[config.mk]
export PLATFORM = sky130hd
export DESIGN_NAME = branch_resolver
export DESIGN_NICKNAME = d
export VERILOG_FILES = /design/src/rtl/mips_core_pkg.sv /design/src/rtl/branch_inflight_fifo.sv /design/src/rtl/branch_resolver.sv
export SDC_FILE = /design/constraint.sdc
export NUM_CORES = 1
export LEC_CHECK = 0
export CAP_MARGIN = 10
export CORE_MARGIN = 2
export CORE_UTILIZATION = 40
export DETAILED_ROUTE_END_ITERATION = 16
export GPL_TIMING_DRIVEN = 0
export PLACE_DENSITY = 0.72
export SKIP_LAST_GASP = 1
export SLEW_MARGIN = 0
export SYNTH_ARGS = -nofsm -noshare
export SYNTH_HDL_FRONTEND = slang
export SYNTH_SLANG_ARGS = --single-unit
export TNS_END_PERCENT = 10
[constraint.sdc]
create_clock -name clk -period 5.5 [get_ports clk]
set_clock_uncertainty 0.1 [all_clocks]
set_input_delay 0.825 -clock clk [delete_from_list [all_inputs] [get_ports clk]]
set_output_delay 0.825 -clock clk [all_outputs]
set_load 0.005 [all_outputs]
[src/rtl/mips_core_pkg.sv]
// Shared types for the branch prediction / resolution path.
// Latency: n/a (types only).
// Backpressure: n/a (types only).
//
// Contents:
//   PC_WIDTH           width of a PC or branch target
//   BranchOutcome      NOT_TAKEN / TAKEN
//   branch_inflight_t  one predicted branch waiting for resolution
package mips_core_pkg;

  localparam int unsigned PC_WIDTH = 32;

  typedef enum logic {
    NOT_TAKEN = 1'b0,
    TAKEN     = 1'b1
  } BranchOutcome;

  // recovery holds the opposite-path target. Fetch jumps there if the
  // prediction turns out to be wrong.
  typedef struct packed {
    logic [PC_WIDTH-1:0] pc;
    BranchOutcome        prediction;
    logic [PC_WIDTH-1:0] recovery;
  } branch_inflight_t;

endpackage

[src/rtl/branch_inflight_fifo.sv]
// In-order store of predicted branches waiting for EX resolution.
// Latency: a pushed entry is visible at o_head on the cycle after the push. o_head is read combinationally.
// Backpressure: none inside this block. The caller must not push when full unless it pops in the same cycle.
//
// Ports:
//   clk, rst_n        clock and asynchronous active-low reset
//   i_push, i_din     write one entry at the tail
//   i_pop             retire the head entry
//   i_clear           empty the FIFO; wins over a push or pop in the same cycle
//   o_head            oldest entry
//   o_count           occupancy, 0..DEPTH
module branch_inflight_fifo
  import mips_core_pkg::*;
#(
  parameter int unsigned DEPTH = 4
) (
  input  logic                       clk,
  input  logic                       rst_n,
  input  logic                       i_push,
  input  branch_inflight_t           i_din,
  input  logic                       i_pop,
  input  logic                       i_clear,
  output branch_inflight_t           o_head,
  output logic [$clog2(DEPTH):0]     o_count
);

  localparam int unsigned PTR_W = $clog2(DEPTH);
  localparam int unsigned CNT_W = PTR_W + 1;

  branch_inflight_t   mem_q [DEPTH];
  logic [PTR_W-1:0]   wr_ptr_q, wr_ptr_d;
  logic [PTR_W-1:0]   rd_ptr_q, rd_ptr_d;
  logic [CNT_W-1:0]   count_q, count_d;

  // DEPTH is a power of two, so the pointers wrap by plain overflow.
  always_comb begin
    wr_ptr_d = wr_ptr_q;
    rd_ptr_d = rd_ptr_q;
    count_d  = count_q;
    if (i_clear) begin
      wr_ptr_d = '0;
      rd_ptr_d = '0;
      count_d  = '0;
    end else begin
      if (i_push) wr_ptr_d = wr_ptr_q + PTR_W'(1);
      if (i_pop)  rd_ptr_d = rd_ptr_q + PTR_W'(1);
      case ({i_push, i_pop})
        2'b10:   count_d = count_q + CNT_W'(1);
        2'b01:   count_d = count_q - CNT_W'(1);
        default: count_d = count_q;
      endcase
    end
  end

  always_ff @(posedge clk or negedge rst_n) begin
    if (!rst_n) begin
      wr_ptr_q <= '0;
      rd_ptr_q <= '0;
      count_q  <= '0;
    end else begin
      wr_ptr_q <= wr_ptr_d;
      rd_ptr_q <= rd_ptr_d;
      count_q  <= count_d;
    end
  end

  // The storage needs no reset. Occupancy gates every read of it.
  always_ff @(posedge clk) begin
    if (i_push && !i_clear) mem_q[wr_ptr_q] <= i_din;
  end

  assign o_head  = mem_q[rd_ptr_q];
  assign o_count = count_q;

endmodule

[src/rtl/branch_resolver.sv]
// Holds in-flight branch predictions and retires them in order as EX resolves them. It drives predictor feedback and the mispredict redirect.
// Latency: feedback and redirect are registered, one cycle after the resolving pop.
// Backpressure: o_pred_ready drops only when the FIFO is full and no resolve frees a slot in the same cycle.
//
// Ports:
//   clk, rst_n                                 clock, asynchronous active-low reset
//   i_pred_*  / o_pred_ready                   decode pushes a predicted branch
//   i_res_valid, i_res_outcome                 EX resolves the oldest branch
//   i_flush                                    squash all in-flight entries
//   o_fb_*                                     one-cycle feedback strobe to the predictor
//   o_redirect_valid, o_redirect_target        one-cycle mispredict redirect
//   o_count, o_err, o_branch_cnt, o_mispred_cnt  occupancy, sticky error, statistics
module branch_resolver
  import mips_core_pkg::*;
#(
  parameter int unsigned ADDR_WIDTH = PC_WIDTH,
  parameter int unsigned DEPTH      = 4,
  parameter int unsigned CNT_WIDTH  = 16
) (
  input  logic                    clk,
  input  logic                    rst_n,
  input  logic                    i_pred_valid,
  input  logic [ADDR_WIDTH-1:0]   i_pred_pc,
  input  logic                    i_pred_prediction,
  input  logic [ADDR_WIDTH-1:0]   i_pred_recovery,
  output logic                    o_pred_ready,
  input  logic                    i_res_valid,
  input  logic                    i_res_outcome,
  input  logic                    i_flush,
  output logic                    o_fb_valid,
  output logic [ADDR_WIDTH-1:0]   o_fb_pc,
  output logic                    o_fb_prediction,
  output logic                    o_fb_outcome,
  output logic                    o_redirect_valid,
  output logic [ADDR_WIDTH-1:0]   o_redirect_target,
  output logic [$clog2(DEPTH):0]  o_count,
  output logic                    o_err,
  output logic [CNT_WIDTH-1:0]    o_branch_cnt,
  output logic [CNT_WIDTH-1:0]    o_mispred_cnt
);

  localparam int unsigned CW = $clog2(DEPTH) + 1;

  branch_inflight_t push_dat;
  branch_inflight_t head;
  logic [CW-1:0]    count;
  logic             pop, mispred, push, clear;

  logic                  fb_valid_q,   fb_valid_d;
  logic [ADDR_WIDTH-1:0] fb_pc_q,      fb_pc_d;
  logic                  fb_pred_q,    fb_pred_d;
  logic                  fb_out_q,     fb_out_d;
  logic                  redir_vld_q,  redir_vld_d;
  logic [ADDR_WIDTH-1:0] redir_tgt_q,  redir_tgt_d;
  logic                  err_q,        err_d;
  logic [CNT_WIDTH-1:0]  br_cnt_q,     br_cnt_d;
  logic [CNT_WIDTH-1:0]  mp_cnt_q,     mp_cnt_d;

  always_comb begin
    push_dat.pc         = i_pred_pc;
    push_dat.prediction = BranchOutcome'(i_pred_prediction);
    push_dat.recovery   = i_pred_recovery;
  end

  assign pop          = i_res_valid && (count != '0);
  assign mispred      = pop && (logic'(head.prediction) != i_res_outcome);
  assign o_pred_ready = (count < CW'(DEPTH)) || i_res_valid;
  // A push in the cycle of a mispredict or flush is on the wrong path, so it
  // is dropped. The handshake still completes and decode sees it as taken.
  assign push         = i_pred_valid && o_pred_ready && !i_flush && !mispred;
  assign clear        = i_flush || mispred;

  branch_inflight_fifo #(
    .DEPTH (DEPTH)
  ) u_fifo (
    .clk     (clk),
    .rst_n   (rst_n),
    .i_push  (push),
    .i_din   (push_dat),
    .i_pop   (pop),
    .i_clear (clear),
    .o_head  (head),
    .o_count (count)
  );

  always_comb begin
    fb_valid_d  = pop;
    fb_pc_d     = fb_pc_q;
    fb_pred_d   = fb_pred_q;
    fb_out_d    = fb_out_q;
    redir_vld_d = mispred;
    redir_tgt_d = redir_tgt_q;
    err_d       = err_q || (i_res_valid && (count == '0));
    br_cnt_d    = br_cnt_q;
    mp_cnt_d    = mp_cnt_q;
    if (pop) begin
      fb_pc_d   = head.pc;
      fb_pred_d = head.prediction;
      fb_out_d  = i_res_outcome;
      if (br_cnt_q != '1) br_cnt_d = br_cnt_q + CNT_WIDTH'(1);
    end
    if (mispred) begin
      redir_tgt_d = head.recovery;
      if (mp_cnt_q != '1) mp_cnt_d = mp_cnt_q + CNT_WIDTH'(1);
    end
  end

  always_ff @(posedge clk or negedge rst_n) begin
    if (!rst_n) begin
      fb_valid_q  <= 1'b0;
      fb_pc_q     <= '0;
      fb_pred_q   <= 1'b0;
      fb_out_q    <= 1'b0;
      redir_vld_q <= 1'b0;
      redir_tgt_q <= '0;
      err_q       <= 1'b0;
      br_cnt_q    <= '0;
      mp_cnt_q    <= '0;
    end else begin
      fb_valid_q  <= fb_valid_d;
      fb_pc_q     <= fb_pc_d;
      fb_pred_q   <= fb_pred_d;
      fb_out_q    <= fb_out_d;
      redir_vld_q <= redir_vld_d;
      redir_tgt_q <= redir_tgt_d;
      err_q       <= err_d;
      br_cnt_q    <= br_cnt_d;
      mp_cnt_q    <= mp_cnt_d;
    end
  end

  assign o_fb_valid        = fb_valid_q;
  assign o_fb_pc           = fb_pc_q;
  assign o_fb_prediction   = fb_pred_q;
  assign o_fb_outcome      = fb_out_q;
  assign o_redirect_valid  = redir_vld_q;
  assign o_redirect_target = redir_tgt_q;
  assign o_count           = count;
  assign o_err             = err_q;
  assign o_branch_cnt      = br_cnt_q;
  assign o_mispred_cnt     = mp_cnt_q;

endmodule

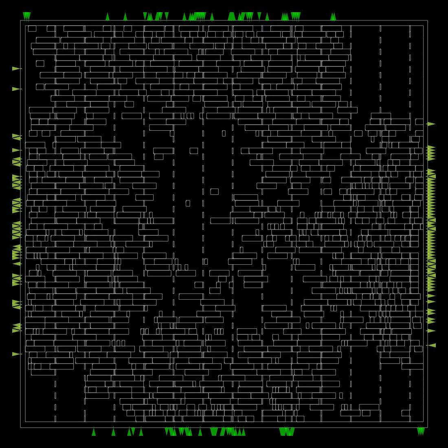
Figure 1: run 1, placement view.
flop count: 368
Cell Count, Final, Fillers Out: 1,447
# Taps: 455

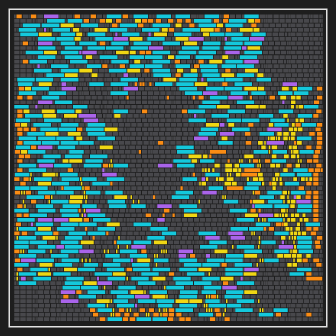
Figure 2: run 1, cell classes on the final placement.
Fill, decap, tap and diode cells in gray.
Purple is clock drivers and dummy loads, cells 76. Yellow is remaining logic cells, cells 339. Orange is remaining buffers and delay cells, cells 209. Cyan is sequential cells, cells 368.

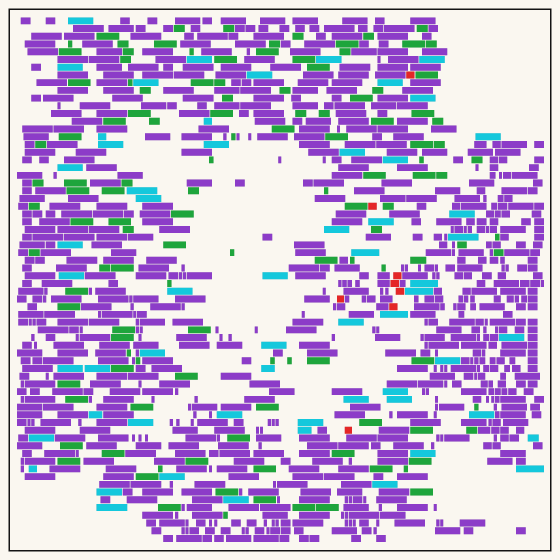
Figure 3: run 1, cells by drive strength.
Cyan is x6 and larger, cells 58. Red is x3 and x4, cells 8. Purple is x1 and smaller, cells 804. Green is x2, cells 122.

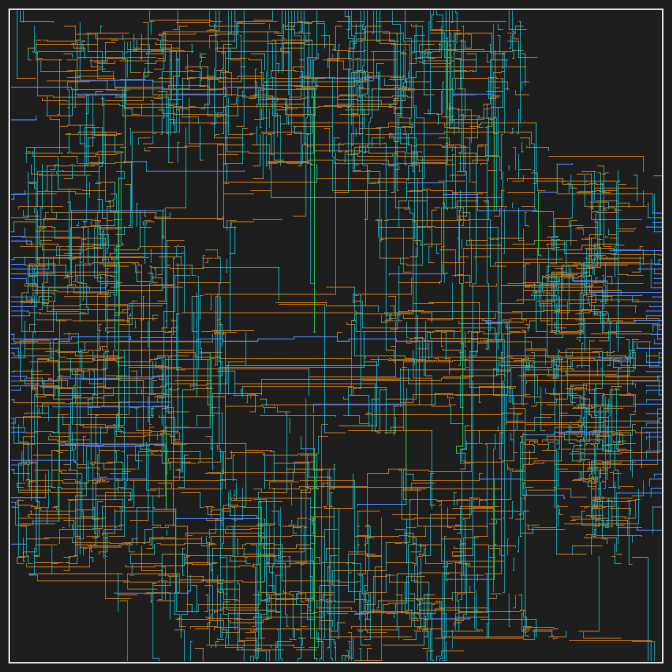
Figure 4: run 1, wiring by layer.
Green is M4, wire length 705 um. Orange is M1, wire length 12,900 um. Blue is M3, wire length 1,390 um. Cyan is M2, wire length 13,500 um.
routed length per instance: 19.69 um
Tot GR Track Use: 0.1608
routed via count: 7,270
WL final: 28,490 um

==> results.toml, run 1 <==
# synthesis and place-and-route metrics
[outcome]
outcome = "finished clean"

[floorplan]
core-area_um2 = 34370
rows = 68
dieWidth_um = 190.1
initial_core_util = 0.4032
dieArea_um2 = 36150
pin_count = 176

[power_and_ir_drop]
p_per_area_nw_per_um2 = 456.6
vdd_drop_max_v = 0.0003192

[cells_and_area]
comb_area_frac = 0.1819
seq_area_frac = 0.5947
ff_latch_area_um2 = 10510
area_growth_pct = 27.52
nFillCells = 2787
nClkBuffers = 51
comb_area_um2 = 3216
largest_cell_class = "flip-flops and latches"
nNonClkBuffers = 209

[logic_synthesis]
ff_type = "edfxtp_1"
yosysCellCount = 737
ys_async_sr_fraction = 0.2935
ys_sh_aoi = 0.003972
yosysUniqueCellTypes = 35
synth.cell_area_um2 = 13860
fa_ha_area_frac = 0.006861
topCombFamilyByArea = "multiplexers"
syn_nets = 815
xor_share = 0.02392
synth.most_common_cell = "edfxtp_1"
yosys.area_share.simple = 0.06112
syn_inst = 737
yosysChipArea_um2 = 13860

[cts]
ctsHoldBuffers = 0
post_cts_resized = 0
cts_setup_buffers = 0
htree_levels = 2
cts-root-buf = "clkbuf_16"
cts.sinks = 368
cts.clk_slew.worst_paths_ns = 0.06

[setup_path]
cp-endpoint = "u_fifo.o_count[2]"
r2r-start = "u_fifo.o_count[0]"
crit_type = "reg -> reg"
cp_num_buf_inv = 2
regToRegSetupSlack_ns = 1.83
r2r_cells = 9
r2r-end = "u_fifo.o_count[2]"
critical_path.top_delay_family = "AND-OR/OR-AND gates"
worstSetupStartpointType = "flip-flop"
cp_max_fo = 10
required_ns = 5.80

[final_timing]
worst_pin_slew_ns = 1.036
worst_hold_slack_ns = 0.04831
setup_viol = 0
finalCriticalPeriod_ns = 3.674
relSlewSlack = 0.3037
fmax_mhz = 272.2
hold_viol = 0
drv_slew = 0
fin_crit_sh = 0.6680

[placed_design]
place_hpwl_um = 17660
gp_congestion = 0.7670

[global_route]
use_met1 = 0.2195
grt-busiest-layer = "met2"
grt_pass1_wl_um = 43920

[routing]
drtIter0Drc = 289
firstDrtPassIters = 4
ant_nets = 0
[run 1: metal layers]
layer,up-vias,share of wire
met5,-,0
met4,0,0.025
met3,55,0.049
met2,189,0.48
met1,3749,0.45
li1,3277,-
[run 1: registers in the layout, summed over array words and instances, names as in the netlist, 2 cells and up]
| signal | cells |
|---|---|
| o_fb_pc | 32 |
| u_fifo.mem_q | 260 |
| u_fifo.o_count | 3 |
| u_fifo.wr_ptr_q | 2 |
| u_fifo.rd_ptr_q | 2 |
| o_redirect_target | 32 |
| o_branch_cnt | 16 |
| o_mispred_cnt | 16 |
[run 1: power breakdown]
group	switching (mW)	internal (mW)	total [mW]
clock network	1.08	1.62	2.70
registers	0.222	3.38	3.60
logic	0.765	1.00	1.77
Figure 5. Port wiring (run 1).
Scale bar: 50 um.
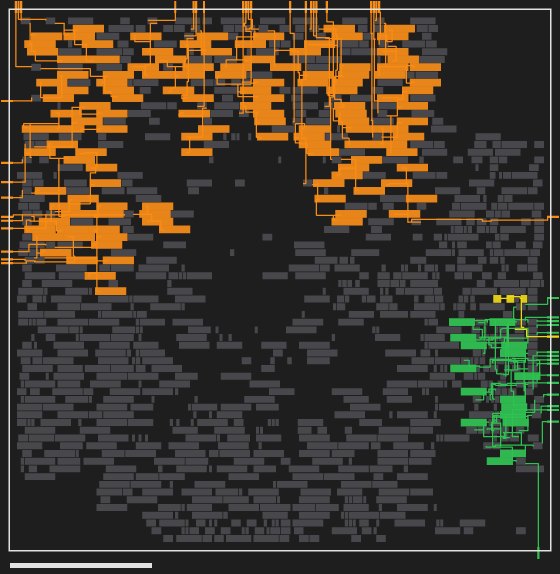

==> run 1 -> run 2 <==
==> constraint.sdc (replaced) <==
create_clock -name clk -period 3.7 [get_ports clk]
set_clock_uncertainty 0.1 [all_clocks]
set_input_delay 0.555 -clock clk [delete_from_list [all_inputs] [get_ports clk]]
set_output_delay 0.555 -clock clk [all_outputs]
set_load 0.005 [all_outputs]
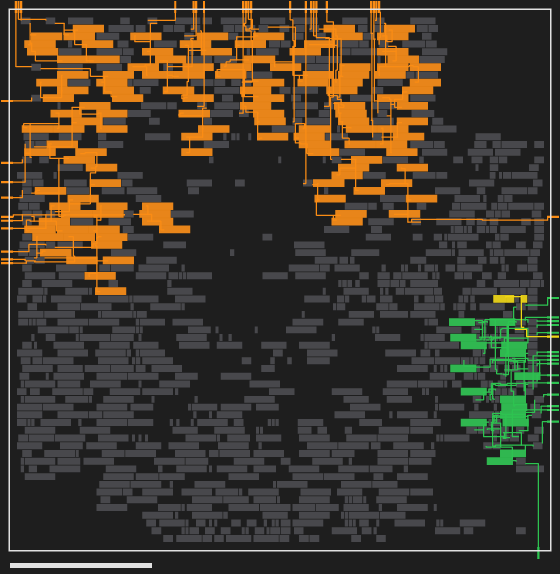
Figure 6: run 2, port wiring.
Scale bar: 50 um.
Yellow is i_res_valid, bits 1, direction input, edge east, end cells 3, buffers 1, wire 32.4 um. Green is o_branch_cnt, bits 16, direction output, edge 15 east, 1 south, end cells 16, buffers 16, wire 660 um. Orange is i_pred_recovery, bits 32, direction input, edge 21 north, 10 west, 1 east, end cells 128, buffers 32, wire 1,790 um.

==> run 2 against run 1 <==
Critical path type unchanged. Fmax is 12% higher. Die size unchanged. Worst setup slack got worse by 1.4 ns. Highest routed layer unchanged. Via count shrank 0.17%.
==> results.toml, run 2 <==
# synthesis and place-and-route metrics
[outcome]
outcome = "finished clean"

[cells_and_area]
comb_area_um2 = 3221
area_growth_pct = 27.63
largest_cell_class = "flip-flops and latches"
ff_latch_area_um2 = 10510
flops = 368
nClkBuffers = 51
nNonClkBuffers = 210
nFillCells = 2784

[final_timing]
drv_slew = 0
relSlewSlack = 0.2867
finalCriticalPeriod_ns = 3.291
fin_crit_sh = 0.8896
setup_viol = 0
hold_viol = 0
worst_hold_slack_ns = 0.3078

[routing]
top_layer = "met4"
wl_met2_um = 13540
drtIter0Drc = 300
vias = 7258
dr_wl_met3_um = 1405
ant_nets = 0

[cts]
post_cts_resized = 1
htree_levels = 2
cts-root-buf = "clkbuf_16"

[logic_synthesis]
ys_async_sr_fraction = 0.2935
syn_inst = 737
ff_type = "edfxtp_1"
yosysCellCount = 737
syn_nets = 815
yosys.area_share.simple = 0.06112
yosysUniqueCellTypes = 35
synth.most_common_cell = "edfxtp_1"
ys_sh_aoi = 0.003972

[global_route]
use_met1 = 0.2197
grt_pass1_wl_um = 43930

[floorplan]
dieArea_um2 = 36150
pin_count = 176
core-area_um2 = 34370
tap-cell-count = 455

[power_and_ir_drop]
p_int_mw = 8.922
pwr-share-comb = 0.220
power_frac_seq = 0.446
p_per_area_nw_per_um2 = 678.6
power.share.clock = 0.334
vdd_drop_max_v = 0.0004722
top_power_group = "registers"
p_comb_mw = 2.64

[setup_path]
cp-endpoint = "u_fifo.o_count[2]"
regToRegSetupSlack_ns = 0.41
r2r-start = "u_fifo.o_count[0]"
crit_type = "reg -> reg"
r2r_cells = 9
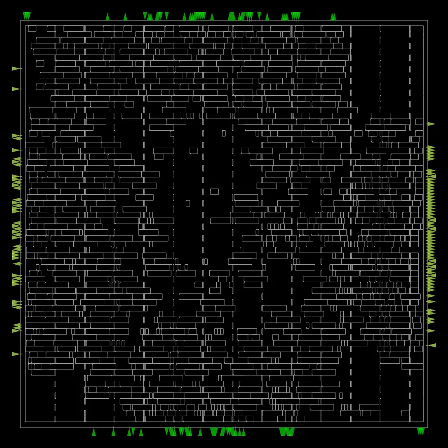
Figure 7: run 2, placement view.
fraction of area in registers: 0.5941
final core occ: 0.5146
Cell Count, Final, Fillers Out: 1,448
FP Rows: 68

run 2: netlist changes by cell type in the layout (fill, tap and decap cells not counted), sizes merged:
| cell | delta |
|---|---|
| dlygate4sd3 | +1 |
run 2: logic make-up after synthesis:
| logic type | count (synthesis) |
|---|---|
| and+or+nand+nor | 180 |
| DFF | 368 |
| xor gates and xnor gates | 37 |
| buffers and inverters | 35 |
| muxes | 102 |
| AOI/OAI and AO/OA | 8 |
| adders and majority gates | 7 |
run 2: worst max-delay path: stages (launching register included):
cell      delay, ns
dfrtp_1        0.48
o31ai_2        0.66
clkbuf_2       0.40
buf_1          0.45
nor2_1         0.13
fa_1           0.42
and4_1         0.16
a21oi_1        0.14
xor2_1         0.16
nor3_1         0.06
Power and IR drop assume default switching activity.
